File: src/rtl/graphics_rect_draw.sv
// Clipped rectangle drawer: CSR-loaded corners/colour/mode, raster pixel stream out.
// Optional pixel counter output enabled by GRAPHICS_RECT_DRAW_PIXEL_COUNT_EN.
`timescale 1ns/1ps
module graphics_rect_draw #(
  parameter int COORD_WIDTH    = 10,
  parameter int COLOR_WIDTH    = 8,
  parameter int SCREEN_WIDTH   = 640,
  parameter int SCREEN_HEIGHT  = 480,
  parameter int CSR_ADDR_WIDTH = 2,
  parameter int CSR_DATA_WIDTH = 32
) (
  input  logic                                 clk,
  input  logic                                 reset,
  input  logic                                 mm_csr_write,
  input  logic [CSR_ADDR_WIDTH-1:0]            mm_csr_address,
  input  logic [CSR_DATA_WIDTH-1:0]            mm_csr_writedata,
  output logic                                 mm_csr_waitrequest,
  input  logic                                 clken,
  input  logic                                 start,
  output logic                                 done,
  input  logic                                 st_ready,
  output logic [COLOR_WIDTH+2*COORD_WIDTH-1:0] st_data,
  output logic                                 st_valid,
`ifdef GRAPHICS_RECT_DRAW_PIXEL_COUNT_EN
  output logic [2*COORD_WIDTH-1:0]             pixel_count,
`endif
  output logic [1:0]                           dbg_state
);

  localparam logic [COORD_WIDTH-1:0] X_LIM = COORD_WIDTH'(SCREEN_WIDTH - 1);
  localparam logic [COORD_WIDTH-1:0] Y_LIM = COORD_WIDTH'(SCREEN_HEIGHT - 1);
  localparam logic [COORD_WIDTH-1:0] ONE_C = COORD_WIDTH'(1);

  typedef enum logic [1:0] {
    S_IDLE  = 2'd0,
    S_SETUP = 2'd1,
    S_DRAW  = 2'd2,
    S_DONE  = 2'd3
  } state_t;

  state_t state_q, state_d;

  logic [2*COORD_WIDTH-1:0] p1_q, p1_d, p2_q, p2_d;
  logic [COLOR_WIDTH-1:0]   color_q, color_d, lat_color_q, lat_color_d;
  logic                     mode_q, mode_d, lat_mode_q, lat_mode_d;
  logic [COORD_WIDTH-1:0]   xmin_q, xmin_d, xmax_q, xmax_d;
  logic [COORD_WIDTH-1:0]   ymin_q, ymin_d, ymax_q, ymax_d;
  logic [COORD_WIDTH-1:0]   cur_x_q, cur_x_d, cur_y_q, cur_y_d;

  logic [COORD_WIDTH-1:0] p1x, p1y, p2x, p2y;
  logic [COORD_WIDTH-1:0] sx_lo, sx_hi, sy_lo, sy_hi;
  logic                   rect_empty;
  logic                   accept, last_px, edge_row;
  logic                   unused_wdata;

  assign unused_wdata = ^mm_csr_writedata;

  // Corner sorting and clipping, consumed only in the SETUP cycle
  always_comb begin
    p1x   = p1_q[COORD_WIDTH-1:0];
    p1y   = p1_q[2*COORD_WIDTH-1:COORD_WIDTH];
    p2x   = p2_q[COORD_WIDTH-1:0];
    p2y   = p2_q[2*COORD_WIDTH-1:COORD_WIDTH];
    sx_lo = (p1x < p2x) ? p1x : p2x;
    sx_hi = (p1x < p2x) ? p2x : p1x;
    sy_lo = (p1y < p2y) ? p1y : p2y;
    sy_hi = (p1y < p2y) ? p2y : p1y;
    rect_empty = (sx_lo > X_LIM) || (sy_lo > Y_LIM);
  end

  assign accept   = st_valid && st_ready;
  assign last_px  = (cur_x_q == xmax_q) && (cur_y_q == ymax_q);
  assign edge_row = (cur_y_q == ymin_q) || (cur_y_q == ymax_q);

  // State register
  always_ff @(posedge clk or negedge reset) begin
    if (!reset) state_q <= S_IDLE;
    else        state_q <= state_d;
  end

  // Next-state logic
  always_comb begin
    state_d = state_q;
    if (clken) begin
      case (state_q)
        S_IDLE:  if (start) state_d = S_SETUP;
        S_SETUP: state_d = rect_empty ? S_DONE : S_DRAW;
        S_DRAW:  if (accept && last_px) state_d = S_DONE;
        S_DONE:  state_d = S_IDLE;
        default: state_d = S_IDLE;
      endcase
    end
  end

  // Output logic
  always_comb begin
    st_valid           = clken && (state_q == S_DRAW);
    done               = clken && (state_q == S_DONE);
    mm_csr_waitrequest = (state_q != S_IDLE);
    st_data            = {lat_color_q, cur_y_q, cur_x_q};
    dbg_state          = state_q;
  end

  // CSR registers accept writes only while idle; otherwise the master is stalled
  always_comb begin
    p1_d    = p1_q;
    p2_d    = p2_q;
    color_d = color_q;
    mode_d  = mode_q;
    if (mm_csr_write && (state_q == S_IDLE)) begin
      case (mm_csr_address)
        2'd0:    p1_d    = mm_csr_writedata[2*COORD_WIDTH-1:0];
        2'd1:    p2_d    = mm_csr_writedata[2*COORD_WIDTH-1:0];
        2'd2:    color_d = mm_csr_writedata[COLOR_WIDTH-1:0];
        default: mode_d  = mm_csr_writedata[0];
      endcase
    end
  end

  // Operation bounds and cursor
  always_comb begin
    lat_color_d = lat_color_q;
    lat_mode_d  = lat_mode_q;
    xmin_d      = xmin_q;
    xmax_d      = xmax_q;
    ymin_d      = ymin_q;
    ymax_d      = ymax_q;
    cur_x_d     = cur_x_q;
    cur_y_d     = cur_y_q;
    if (clken && (state_q == S_SETUP)) begin
      lat_color_d = color_q;
      lat_mode_d  = mode_q;
      xmin_d      = sx_lo;
      ymin_d      = sy_lo;
      xmax_d      = (sx_hi > X_LIM) ? X_LIM : sx_hi;
      ymax_d      = (sy_hi > Y_LIM) ? Y_LIM : sy_hi;
      cur_x_d     = sx_lo;
      cur_y_d     = sy_lo;
    end else if (accept && !last_px) begin
      if (cur_x_q == xmax_q) begin
        cur_x_d = xmin_q;
        cur_y_d = cur_y_q + ONE_C;
      end else if (lat_mode_q && !edge_row) begin
        // Interior outline rows only touch the two side columns
        cur_x_d = xmax_q;
      end else begin
        cur_x_d = cur_x_q + ONE_C;
      end
    end
  end

  always_ff @(posedge clk or negedge reset) begin
    if (!reset) begin
      p1_q        <= '0;
      p2_q        <= '0;
      color_q     <= '0;
      mode_q      <= 1'b0;
      lat_color_q <= '0;
      lat_mode_q  <= 1'b0;
      xmin_q      <= '0;
      xmax_q      <= '0;
      ymin_q      <= '0;
      ymax_q      <= '0;
      cur_x_q     <= '0;
      cur_y_q     <= '0;
    end else begin
      p1_q        <= p1_d;
      p2_q        <= p2_d;
      color_q     <= color_d;
      mode_q      <= mode_d;
      lat_color_q <= lat_color_d;
      lat_mode_q  <= lat_mode_d;
      xmin_q      <= xmin_d;
      xmax_q      <= xmax_d;
      ymin_q      <= ymin_d;
      ymax_q      <= ymax_d;
      cur_x_q     <= cur_x_d;
      cur_y_q     <= cur_y_d;
    end
  end

`ifdef GRAPHICS_RECT_DRAW_PIXEL_COUNT_EN
  logic [2*COORD_WIDTH-1:0] cnt_q, cnt_d;

  always_comb begin
    cnt_d = cnt_q;
    if (clken && (state_q == S_SETUP)) cnt_d = '0;
    else if (accept)                   cnt_d = cnt_q + (2*COORD_WIDTH)'(1);
  end

  always_ff @(posedge clk or negedge reset) begin
    if (!reset) cnt_q <= '0;
    else        cnt_q <= cnt_d;
  end

  assign pixel_count = cnt_q;
`endif

endmodule

File: config.mk
export PLATFORM = sky130hd
export DESIGN_NAME = graphics_rect_draw
export DESIGN_NICKNAME = d
export VERILOG_FILES = /design/src/rtl/graphics_rect_draw.sv
export SDC_FILE = /design/constraint.sdc
export NUM_CORES = 1
export LEC_CHECK = 0
export ABC_AREA = 1
export CORE_ASPECT_RATIO = 0.5
export CORE_UTILIZATION = 50
export DETAILED_ROUTE_END_ITERATION = 8
export PLACE_DENSITY = 0.76
export SLEW_MARGIN = 20
export SYNTH_ARGS = -nofsm -noshare
export SYNTH_HDL_FRONTEND = slang
export SYNTH_SLANG_ARGS = --single-unit
export TNS_END_PERCENT = 100
File: constraint.sdc
create_clock -name clk -period 4.33 [get_ports clk]
set_input_delay 0.866 -clock clk [delete_from_list [all_inputs] [get_ports clk]]
set_output_delay 0.866 -clock clk [all_outputs]
set_load 0.1 [all_outputs]
Run 1, placed standard cells:
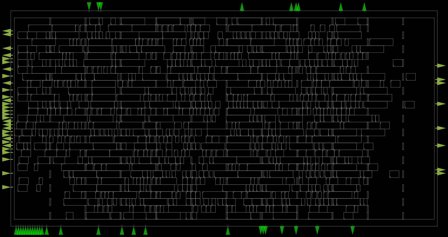
core area: 13000 um^2
Tapcells: 170
final core utilization: 62.5%
flop share of the area: 37.1%
Final Non-Filler Cells: 1118

Run 1, signal wires on met4:
Bar = 50 um.
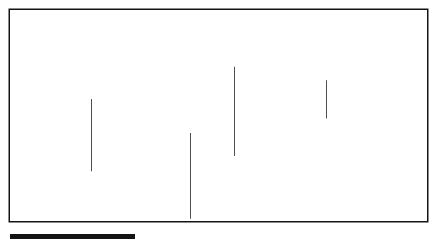
nets with wire on the layer = 2
share of all routed wire = 0.69%
main direction = vertical
Routed Wire Length: 16400 um
Via Count: 5885

Run 1, cell classes on the final placement:
Bar = 50 um. Fill, decap, tap and diode cells in gray.
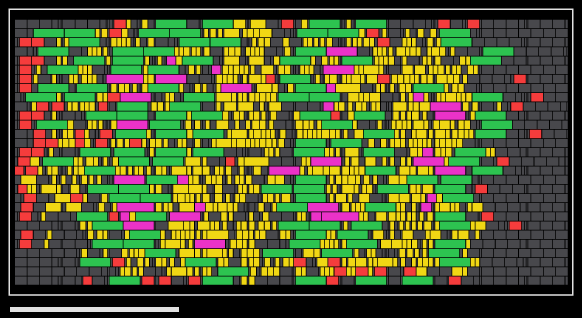
clock drivers and dummy loads -> magenta  # cells 32, share of their area 7.8%
flops -> green  # cells 120, share of their area 38%
other buffers and delay cells -> red  # cells 67, share of their area 8.2%
combinational and other logic -> yellow  # cells 729, share of their area 46%
num rows: 29
final instance area: 8090 um^2

Run 1, logic cells by family:
Bar = 50 um.
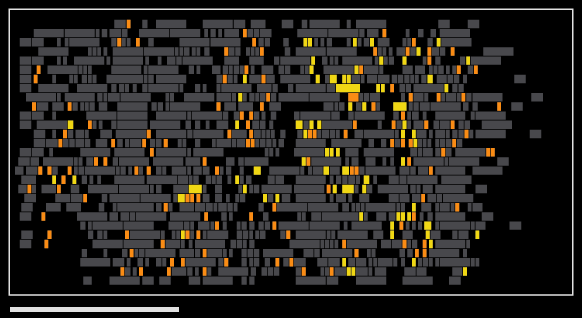
NOR gates -> yellow  # cells 73
inverters -> orange  # cells 124, where widely spread
Commonest Layout Cell: nand2_1
combinational share of cell area: 38.9%

==> run 1: worst paths after layout <==
path | startpoint | endpoint | slack (ns) | cells past startpoint
setup / recovery | dbg_state[0] | mm_csr_waitrequest | 1.02 | 4
hold / removal | color_q[1] | lat_color_q[1] | 0.48 | 2
setup reg to reg | p2_q[9] | cur_x_q[5] | 1.54 | 10
hold reg to reg | color_q[1] | lat_color_q[1] | 0.48 | 2
max in group asynchronous | reset | p1_q[7] | 2.92 | 2
min in group asynchronous | reset | p1_q[11] | 0.55 | 1
==> run 1: cell type report <==
type | instances | area [um^2] | share of cell area, %
multi-input cells | 605 | 3150 | 38.9
flip-flops and latches | 120 | 3000 | 37.1
repair buffers | 67 | 646 | 7.98
inverters | 124 | 470 | 5.81
clock buffers | 17 | 425 | 5.26
well taps | 170 | 213 | 2.63
clock inverters | 15 | 189 | 2.33
==> run 1: critical path, stage by stage, from the launching register on <==
cell             delay (ns)
dfrtp_1                0.46
inv_1                  0.12
ha_1                   0.23
inv_1                  0.08
clkdlybuf4s50_1        1.13
==> run 1: cell usage in the layout, fill, tap and decap left out, drive strengths merged, types with 9 or more instances in the layout <==
cell type      netlist  layout
dfrtp              120     120
nor2                67      67
nand3               47      47
a21oi               44      44
nand2              243     243
nand4                9       9
o21ai              108     108
ha                  25      25
inv                123     129
clkbuf              16      17
buf                 16      10
clkdlybuf4s50        0      57
xor2                22      22
==> summary.txt, run 1 <==
status: finished, final reports clean
YS chip area: 6790 um^2
CTS buffer count: 17
Synth mux share: 1.03%
Starting DRT DRC Count: 406
hold slack: 0.482 ns
Late-Pin Clk Latency: 0.41 ns
nets: 1000
Final period util: 76.4%
Die Width: 167 um
RSZ-0062 raised after global routing: false
Avg Synthesized Cell Area: 7.70 um^2
setup bufs post-CTS: 0
WL/cell: 14.7 um
number of global-route vias before repair: 5418
first-pass GRT wire length: 27200 um
FP Util: 52.4%
CTS root buffer: clkbuf_16
Die H: 84.4 um
DRC Markers: 0
Final WS setup: 1.02 ns
clock tree buffer depth: 2
Final Setup Violations: 0
Regs by FF count: p1_q: 20 flops, p2_q: 20 flops
# Cells Yosys: 881
initial antenna violation count: 0
MaxCap Viol Count: 0
area leader, netlist: dfrtp_1
Diodes inserted: 0
HPWL after DPL: 11600 um
Top non-seq family: simple AND/OR/NAND/NOR gates
top cells by count: nand2_1, dfrtp_1, inv_1
register bit total from synthesis: 120
CP Capture Type: output pin
Worst Skew: 0.00741 ns
H-tree Lvls: 4
met2 usage: 34.6%
--- run 2 (diff from run 1) ---
Clock period 4.33 ns to 3.3 ns, I/O delays scaled along.
Run 2, placed standard cells:
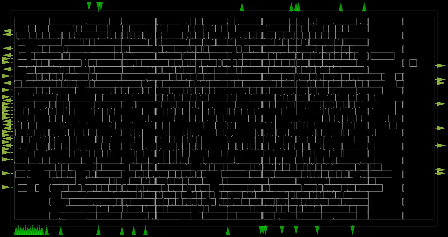
flop count: 120
final core utilization: 61.8%
flop share of the area: 37.5%
fillcell total: 1105
Final Non-Filler Cells: 1120

==> run 2 against run 1 <==
  * Sequential share of layout area increased by 0.41 points
  * Register-to-register slack got worse by 0.94 ns
  * Highest routed layer unchanged
  * Count of clock-buffer cells in the layout unchanged
  * Utilization decreased by 0.68 points
  * Final cell count increased by 0.18%
  * Global-route usage about the same
==> summary.txt, run 2 <==
Top cells excl fill/tap: nand2_1, dfrtp_1, inv_1 (unchanged)
reg2reg setup slack: 0.60 ns (was 1.54 ns)
CP Capture Type: register (was output pin)
initial antenna violation count: 0 (unchanged)
MaxCap Viol Count: 0 (unchanged)
nets: 1002 (was 1000)
status: finished, final reports clean (unchanged)
top cells by count: nand2_1, dfrtp_1, inv_1 (unchanged)
Routed Wire Length: 16300 um (was 16400 um)
H-tree Lvls: 4 (unchanged)
HPWL after DPL: 11700 um (was 11600 um)
Via Count: 5854 (was 5885)
core area: 13000 um^2 (unchanged)
FP Util: 52.4% (unchanged)
worst r2r dst: xmax_q[1] (was cur_x_q[5])
Top non-seq family: simple AND/OR/NAND/NOR gates (unchanged)
CTS buffer count: 17 (unchanged)
Worst Skew: 0.00857 ns (was 0.00741 ns)
Regs by FF count: p1_q: 20 flops, p2_q: 20 flops (unchanged)
YS chip area: 6790 um^2 (unchanged)
Synth mux share: 1.03% (unchanged)
Commonest Layout Cell: nand2_1 (unchanged)
# Cells Yosys: 881 (unchanged)
hold slack: 0.151 ns (was 0.482 ns)
crit path cell chain: inv_1, ha_1, nand2_1, nor2_1, nand3_1, nand3_1, buf_4, nand2_1, o21ai_0, a21oi_1, nor2_2, a21oi_1 (was inv_1, ha_1, inv_1, clkdlybuf4s50_1)
Final period util: 81.9%
Diodes inserted: 0 (unchanged)
number of global-route vias before repair: 5353 (was 5418)
Final Setup Violations: 0 (unchanged)
r2r startpoint: p2_q[8] (was p2_q[9])
Starting DRT DRC Count: 485 (was 406)
number of buffers and inverters on the critical path: 2 (was 3)
DRC Markers: 0 (unchanged)
slowest stage cell, crit path: dfrtp_1 (was clkdlybuf4s50_1)
clock tree buffer depth: 2 (unchanged)
worst reg2reg path depth: 12 (was 10)
area leader, netlist: dfrtp_1 (unchanged)
WL/cell: 14.5 um (was 14.7 um)
first-pass GRT wire length: 27500 um (was 27200 um)
setup bufs post-CTS: 0 (unchanged)
final instance area: 8010 um^2 (was 8090 um^2)
Run 2, logic cells by family:
Bar = 50 um.
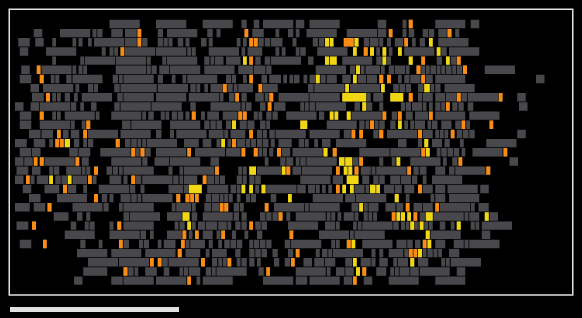
NOR gates -> yellow  # cells 73
inverters -> orange  # cells 124, where widely spread
combinational share of cell area: 39.3%

[run 2: routing by layer]
layer	vias to the layer above	wire length [um]	global-route usage, %
li1	2917	-	-
met1	2743	8780	40.8
met2	184	6320	32.5
met3	10	1050	4.62
met4	0	113	7.07
met5	-	0	0
[run 2: how the worst max path moves through the flow]
stage / start / endpoint / slack, ns / cells past startpoint
3_3_place_gp: clken / cur_y_q[9] / 0.73 / 8
4_1_cts: p2_q[6] / xmax_q[5] / 0.62 / 12
3_5_place_dp: p2_q[9] / xmax_q[0] / 0.67 / 12
6_report: p2_q[8] / xmax_q[1] / 0.60 / 12
5_1_grt: p2_q[9] / xmax_q[1] / 0.31 / 12
2_1_floorplan: dbg_state[0] / mm_csr_waitrequest / 0.59 / 3
[run 2: area by class of cell]
cell class / instances / area, um^2
clock inverters: 15 / 151
repair buffers: 69 / 596
multi-input cells: 605 / 3150
inverters: 124 / 470
flip-flops and latches: 120 / 3000
fillers: 1105 / 4950
clock buffers: 17 / 425
well taps: 170 / 213
[run 2: kinds of logic (layout without fill, tap and decap cells)]
family,Yosys count,count (layout)
and+or+nand+nor,377,377
DFF,120,120
muxes,7,7
adders and majority gates,25,25
buffers and inverters,156,225
AOI/OAI and AO/OA,166,166
xor gates and xnor gates,30,30
[run 2: per-stage QoR]
step | util, % | instances | setup WS (ns)
3_3_place_gp | 57.3 | 1088 | 0.734
2_1_floorplan | - | 881 | 0.595
3_5_place_dp | 57.3 | 1088 | 0.666
6_report | 61.8 | 1120 | 0.596
4_1_cts | 61.8 | 1120 | 0.623
5_1_grt | 61.8 | 1120 | 0.307
--- run 3 (diff from run 2) ---
Clock period 3.3 ns to 2.7 ns, I/O delays scaled along.
Run 3, cell classes on the final placement:
Bar = 50 um. Fill, decap, tap and diode cells in gray.
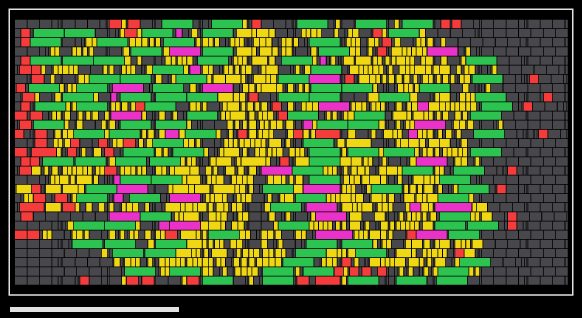
flops -> green  # cells 120, share of their area 38%
other buffers and delay cells -> red  # cells 74, share of their area 8.5%
clock drivers and dummy loads -> magenta  # cells 32, share of their area 7.7%
combinational and other logic -> yellow  # cells 729, share of their area 46%
flop share of the area: 37.0%
final instance area: 8110 um^2

==> run 3 against run 2 <==
  * Wire length increased by 0.51%
  * Final area increased by 1.3%
  * Worst hold slack improved by 0.0062 ns
  * Die area unchanged
  * First-iteration DRC count decreased by 15%
  * Maximum frequency increased by 7.4%
  * Area after synthesis unchanged
  * Utilization increased by 0.79 points
  * Critical endpoint is now xmin_q[6]
==> summary.txt, run 3 <==
Die Width: 167 um (unchanged)
worst reg2reg path depth: 8 (was 12)
dpl ws: 0.255 ns (was 0.666 ns)
initial antenna violation count: 0 (unchanged)
Dominant cell area share: 44.2% (unchanged)
Regs by FF count: p1_q: 20 flops, p2_q: 20 flops (unchanged)
# Cells Yosys: 881 (unchanged)
setup bufs post-CTS: 0 (unchanged)
FP Util: 52.4% (unchanged)
CTS buffer count: 17 (unchanged)
hold slack: 0.157 ns (was 0.151 ns)
status: finished, final reports clean (unchanged)
RSZ-0062 raised after global routing: false (unchanged)
Area after DPL: 7500 um^2 (was 7430 um^2)
number of global-route vias before repair: 5313 (was 5353)
HPWL after DPL: 11800 um (was 11700 um)
top cells by count: nand2_1, dfrtp_1, inv_1 (unchanged)
worst r2r dst: xmin_q[6] (was xmax_q[1])
Die H: 84.4 um (unchanged)
nets: 1007 (was 1002)
first-pass GRT wire length: 27000 um (was 27500 um)
Clock Sinks: 120 (unchanged)
CP delay by family, top: AND-OR/OR-AND gates (was simple AND/OR/NAND/NOR gates)
H-tree Lvls: 4 (unchanged)
worst stage delay on the critical path: 0.46 ns (was 0.41 ns)
Avg Synthesized Cell Area: 7.70 um^2 (unchanged)
num rows: 29 (unchanged)
WL/cell: 14.5 um (about the same)
slowest stage cell, crit path: o21ai_0 (was dfrtp_1)
placed instance count: 1093 (was 1088)
Final period util: 93.3% (was 81.9%)
CP most frequent cell: o21ai_0
area leader, netlist: dfrtp_1 (unchanged)
YS chip area: 6790 um^2 (unchanged)
core area: 13000 um^2 (unchanged)
register bit total from synthesis: 120 (unchanged)
DRC Markers: 0 (unchanged)
CTS root buffer: clkbuf_16 (unchanged)
MaxCap Viol Count: 0 (unchanged)
reg2reg setup slack: 0.18 ns (was 0.60 ns)
Final WS setup: 0.182 ns (was 0.596 ns)
CP Capture Type: register (unchanged)
number of buffers and inverters on the critical path: 2 (unchanged)
crit path cell chain: inv_1, ha_1, a21o_1, nor2_1, nand3_1, buf_4, o21ai_0, o21ai_0 (was inv_1, ha_1, nand2_1, nor2_1, nand3_1, nand3_1, buf_4, nand2_1, o21ai_0, a21oi_1, nor2_2, a21oi_1)
Final Non-Filler Cells: 1125 (was 1120)
final core utilization: 62.6% (was 61.8%)
Run 3, signal wires on met4:
Bar = 50 um.
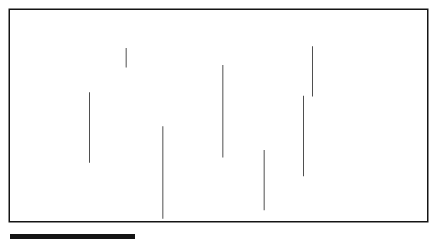
main direction = vertical
wire length on this layer = 184 um
nets with wire on the layer = 3
Routed Wire Length: 16400 um
Via Count: 5861

## run 3: netlist changes by cell type in the layout (fill, tap and decap cells not counted), moves of 2 or more
| cell | before | now |
|---|---|---|
| inv_6 | 9 | 1 |
| bufinv_16 | 1 | 3 |
| clkinv_4 | 1 | 4 |
| buf_12 | 1 | 4 |
| buf_4 | 42 | 44 |
| clkinv_2 | 1 | 4 |
## run 3: layer usage
layer / global-route usage [%] / part of all wire (%)
met2: 32.7 / 39
met1: 39.3 / 55
met5: 0 / 0
met3: 4.86 / 5.2
met4: 7.66 / 1.1
## run 3: kinds of logic after synthesis
logic type,Yosys count,synth area share (%)
AOI/OAI and AO/OA,166,13.3
and+or+nand+nor,377,23.6
muxes,7,1.03
adders and majority gates,25,4.61
buffers and inverters,156,9.38
xor gates and xnor gates,30,3.87
DFF,120,44.2
## run 3: area by class of cell
| cell class | count | area (um^2) |
|---|---|---|
| fillers | 1064 | 4850 |
| multi-input cells | 605 | 3150 |
| flip-flops and latches | 120 | 3000 |
| repair buffers | 74 | 671 |
| inverters | 124 | 470 |
| clock buffers | 17 | 425 |
| well taps | 170 | 213 |
| clock inverters | 15 | 179 |
## run 3: how the worst max path moves through the flow
stage / from / endpoint / slack, ns / depth (start not counted)
2_1_floorplan: dbg_state[0] / dbg_state[0] / 0.11 / 7
3_3_place_gp: clken / cur_y_q[0] / 0.33 / 10
3_5_place_dp: clken / cur_y_q[9] / 0.26 / 10
4_1_cts: p2_q[9] / cur_x_q[4] / 0.26 / 10
5_1_grt: p1_q[19] / cur_y_q[0] / 0.02 / 10
6_report: p2_q[9] / xmin_q[6] / 0.18 / 8
